==> images/congestion_map.png <==
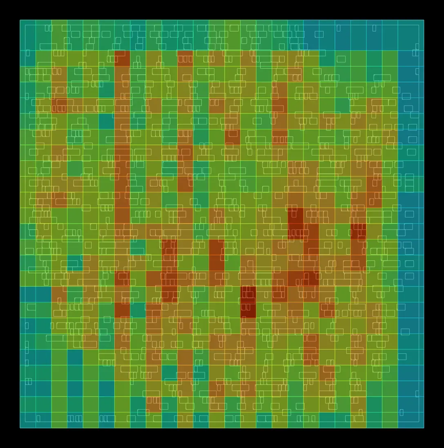
==> images/port_trees.png <==
Scale bar: 50 um.
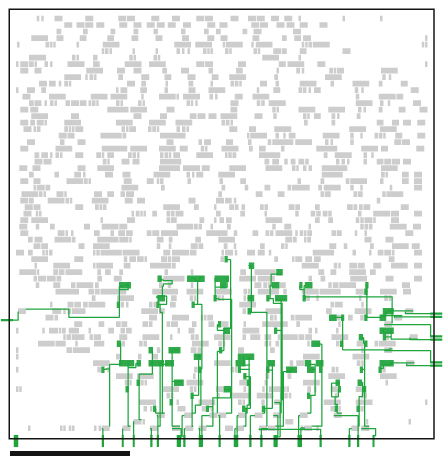
==> images/ff_map.png <==
Scale bar: 50 um. Other sequential cells in the stronger grey, the rest of the logic in the fainter grey.
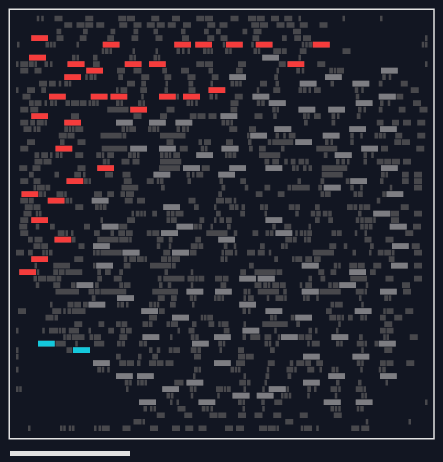
===== src/rtl/fetch_stage.sv =====
// fetch_stage: RV32I instruction fetch with PC, imem handshake, decode hold and mispredict redirect.
// Define FETCH_RVFI_EN to drive IF_pc_rdata with the delivered PC; otherwise it is tied to 0.
module fetch_stage #(
    parameter logic [31:0] RESET_PC = 32'h4000_0000
) (
    input  logic        clk,
    input  logic        rst,
    output logic [31:0] imem_address,
    output logic        imem_read,
    input  logic [31:0] imem_rdata,
    input  logic        imem_resp,
    input  logic        stall_decode,
    input  logic        mispredict,
    input  logic [31:0] redirect_target,
    output logic [31:0] IF_instr_data,
    output logic [31:0] IF_pc,
    output logic [31:0] IF_pc_rdata,
    output logic        stall_fetch
);
    typedef enum logic [1:0] {FETCH, HOLD, FLUSH} state_t;
    state_t      state;
    logic [31:0] pc, hold_instr, hold_pc, pend_target, target;
    logic        deliver;
    assign target       = redirect_target & 32'hFFFF_FFFC;
    assign deliver      = !rst && !mispredict && !stall_decode &&
                          ((state == FETCH && imem_resp) || state == HOLD);
    assign imem_address = pc;
    assign imem_read    = !rst && state != HOLD;
    assign stall_fetch  = !deliver;
    // HOLD keeps presenting the captured word even while decode is stalled
    assign IF_instr_data = rst ? '0 : state == HOLD ? hold_instr : deliver ? imem_rdata : '0;
    assign IF_pc         = rst ? '0 : state == HOLD ? hold_pc : deliver ? pc : '0;
`ifdef FETCH_RVFI_EN
    assign IF_pc_rdata = deliver ? IF_pc : '0;
`else
    assign IF_pc_rdata = '0;
`endif
    always_ff @(posedge clk) begin
        if (rst) begin
            pc          <= RESET_PC & 32'hFFFF_FFFC;
            state       <= FETCH;
            hold_instr  <= '0;
            hold_pc     <= '0;
            pend_target <= '0;
        end else begin
            case (state)
                FETCH: begin
                    if (mispredict) begin
                        if (imem_resp) pc <= target;
                        else begin
                            pend_target <= target;
                            state       <= FLUSH;
                        end
                    end else if (imem_resp) begin
                        pc <= pc + 32'd4;
                        if (stall_decode) begin
                            hold_instr <= imem_rdata;
                            hold_pc    <= pc;
                            state      <= HOLD;
                        end
                    end
                end
                HOLD: begin
                    if (mispredict) begin
                        pc         <= target;
                        hold_instr <= '0;
                        hold_pc    <= '0;
                        state      <= FETCH;
                    end else if (!stall_decode) state <= FETCH;
                end
                FLUSH: begin
                    // the stale response must drain before the new target is requested
                    if (mispredict) pend_target <= target;
                    if (imem_resp) begin
                        pc    <= mispredict ? target : pend_target;
                        state <= FETCH;
                    end
                end
                default: state <= FETCH;
            endcase
        end
    end
endmodule


===== config.mk =====
export PLATFORM = sky130hd
export DESIGN_NAME = fetch_stage
export DESIGN_NICKNAME = d
export VERILOG_FILES = /design/src/rtl/fetch_stage.sv
export SDC_FILE = /design/constraint.sdc
export NUM_CORES = 1
export LEC_CHECK = 0
export ABC_AREA = 0
export CELL_PAD_IN_SITES_DETAIL_PLACEMENT = 0
export CELL_PAD_IN_SITES_GLOBAL_PLACEMENT = 2
export CORE_AREA = 2 2 175 177
export CTS_BUF_LIST = sky130_fd_sc_hd__clkbuf_16
export CTS_CLUSTER_SIZE = 10
export DETAILED_ROUTE_END_ITERATION = 10
export DIE_AREA = 0 0 177 179
export MAX_ROUTING_LAYER = met4
export PLACE_DENSITY_LB_ADDON = 0.1
export SLEW_MARGIN = 20
export SYNTH_ARGS = -nofsm -noshare
export SYNTH_HDL_FRONTEND = slang
export SYNTH_SLANG_ARGS = --single-unit

===== constraint.sdc =====
create_clock -name clk -period 4.4 [get_ports clk]
set_input_delay 0.66 -clock clk [delete_from_list [all_inputs] [get_ports clk]]
set_output_delay 0.66 -clock clk [all_outputs]
set_load 0.01 [all_outputs]

==> impl_report.txt <==
FLOW METRICS REPORT
----------------------------------------------------
[Floorplan]
  Total die area ........................ 0.03168 mm^2
  Tapcell count ........................ between 300 and 400
  Core Box Area ........................ 0.03003 mm^2
  Starting density of the core ........................ 24.55%
  Chip Width ........................ between 150 and 200 um

[CTS]
  Number of H-tree levels ........................ 4
  Clock tree from TritonCTS ........................ yes
  Setup repair bufs after CTS ........................ 0
  Clock sink count ........................ 130
  Longest Clk Path Bufs ........................ 2
  Clock Root Buffer ........................ clkbuf_16
  Latest clock arrival within the worst-skew pair ........................ 420 ps
  Clock transition at the registers of the reported paths ........................ 60 ps
  Clock buffers created by TritonCTS ........................ 17

[Power and ir drop]
  Seq pwr ........................ 0.00136 W
  Leak pwr ........................ 3.415 nW
  Internal power of the cells ........................ ~0.0026 W
  Pwr Density ........................ approximately 370 mW/mm^2
  Reg power frac ........................ 36.8%
  IR drop worst, VDD ........................ between 0.2 and 0.25 mV
  Switching power share of the total ........................ 29.61%
  Logic power comb ........................ 0.000702 W
  Final total power ........................ around 0.0037 W
  Combinational fraction of design power ........................ 18.9%

[Global routing]
  Number of antenna violations at the first check in global routing ........................ 0
  Via count of the first global-routing pass ........................ 7,210
  Wire length of the first global-routing pass ........................ 44.72 mm
  Routing usage on met3 ........................ 4.071%
  Layer with the highest usage after global routing ........................ met2

[Worst hold path]
  Hold Path Class ........................ flop to flop
  Hold EP ........................ hold_pc[25]
  Worst hold start ........................ hold_pc[25]

[Placement]
  Setup slack after placement ........................ 554.7 ps
  Placed instance area ........................ 0.009259 mm^2
  Routability Congestion ........................ 0.7882

[Routing]
  Detailed-route wire length on metal 1 ........................ approximately 13 mm
  Detail Route Antenna Nets ........................ 0
  Detailed-route DRC error count ........................ 0
  Met2 Wirelength ........................ 14.14 mm
  Uppermost layer routed ........................ met4
  Length of the first detailed-routing pass in iterations ........................ 5
  Routed WL ........................ between 20 and 30 mm
  1st-iter DRT viols ........................ just under 500
  Vias after detailed routing ........................ 7,521

[Layout]
  Combinational fraction of the cell area ........................ 42.90%
  Fraction of standard cell area that is sequential ........................ 26.24%
  Count of inserted antenna diode cells ........................ 0
  Final design utilization ........................ 33.03%
  Biggest area consumer among cell classes ........................ multi-input combinational cells
  P&R area growth vs syn ........................ 34.58%
  Filler cell count ........................ 3,239
  Share of final layout cell area taken by non-clock buffers ........................ 18.49%
  Layout cell share with drive strength beyond 1 ........................ 6.793%
  Count of plain and timing-repair buffers in the layout ........................ 184
  Commonest non-fill, non-tap cell in the layout ........................ nand2_1
  Logic Gate Count ........................ 741
  Count of non-CTS inverters in the layout ........................ 19
  Logic cell area ........................ between 0.004 and 0.005 mm^2
  Area taken by flip-flops and latches ........................ 0.002603 mm^2
  Clkbuf count ........................ 17
  Non-filler instance count after layout ........................ about 1,500
  Layout Nets ........................ 1,167
  Final instance area ........................ 0.009920 mm^2

[Timing]
  Remaining max-slew budget at the tightest pin ........................ 37.49%
  Final Skew ........................ about 16 ps
  Final setup margin ........................ 561.2 ps
  Post-layout period usage of the worst path ........................ 87.24%
  Final Max Slew Viols ........................ 0
  Maximum achievable frequency ........................ 0.2605 GHz
  Period minus WS final ........................ between 3000 and 4000 ps
  Slew at the pin closest to its max-slew limit ........................ 935.5 ps
  Setup TNS ........................ 0 ps

[Logic synthesis]
  Number of cell instances after yosys synthesis ........................ 981
  Post-synthesis cell type count ........................ 63
  Multiplexer share of the synthesized area ........................ 1.426%
  Dominant combinational family ........................ AND-OR/OR-AND gates
  XOR-XNOR Cells, Area Fraction ........................ 0.5941%
  Cell type with the largest total area ........................ dfxtp_1
  Area fraction in compound gates after synthesis ........................ 29.50%
  Area of the mapped netlist ........................ approximately 0.0074 mm^2
  Number of storage elements in the synthesis netlist ........................ 130
  Simple-Gate Fraction of Synth Area ........................ between 20% and 30%
  Total cell area reported by yosys after synthesis ........................ 0.007371 mm^2
  Share of synthesized area occupied by flip-flops and latches ........................ around a third
  Fraction of registers with async set or reset after synthesis ........................ 0%
  EDFF count, synth ........................ 0
  Dominant cell area share ........................ 35.31%
  Top flip-flop cell by instance count after synthesis ........................ dfxtp_1
  Library cell with the highest instance count after synthesis ........................ nand2_1

[Worst setup path]
  Biggest cell delay along the critical path ........................ about 540 ps
  Startpoint of the worst setup timing path ........................ state[1]
  Reg2Reg Launch Point ........................ state[1]
  CP max-delay cell ........................ clkdlybuf4s50_1
  Largest delay share family, worst path ........................ buffers and inverters
  Critical Path Sink Type ........................ output pin
  Number of cells on the critical path ........................ 9
  Reg2reg path depth ........................ 9
  Arrival @ worst endpoint ........................ ~3200 ps
  Internal reg-to-reg setup slack ........................ 1560 ps
  Cell occurring most often along the worst timing path ........................ inv_1
  Worst setup path class ........................ flop to output pin
  Endpoint of the most critical register-to-register path ........................ imem_address[23]
  Required time worst endpoint ........................ 3740 ps
  Max FO, Critical Path ........................ 31
  Cells along the critical path ........................ inv_1, ha_1, nand2_1, a2111oi_4, inv_1, nor2_2, buf_12, a22o_1, clkdlybuf4s50_1

[Job]
  Number of logged tool warnings ........................ 33
  Max-Cap Viols ........................ 0

[Run status]
  Outcome ........................ completed

----------------------------------------------------
Back to the opening pictures, congestion_map.png:
GRT met1 Usage: 24.41%
M2 GR Usage: 30.45%

Back to the opening pictures, port_trees.png:
| port | colour | bits | direction | edge | end cells | buffers | wire |
|---|---|---|---|---|---|---|---|
| redirect_target | green | 32 | input | 25 bottom, 6 right, 1 left | 95 | 30 | 1,590 um |
count of port buffers added during placement: 164
number of placed I/O pins: 199

Back to the opening pictures, ff_map.png:
| signal | colour | flops |
|---|---|---|
| hold_instr | red | 32 |
| state | cyan | 2 |
not coloured: 96

Power and IR drop assume default switching activity.
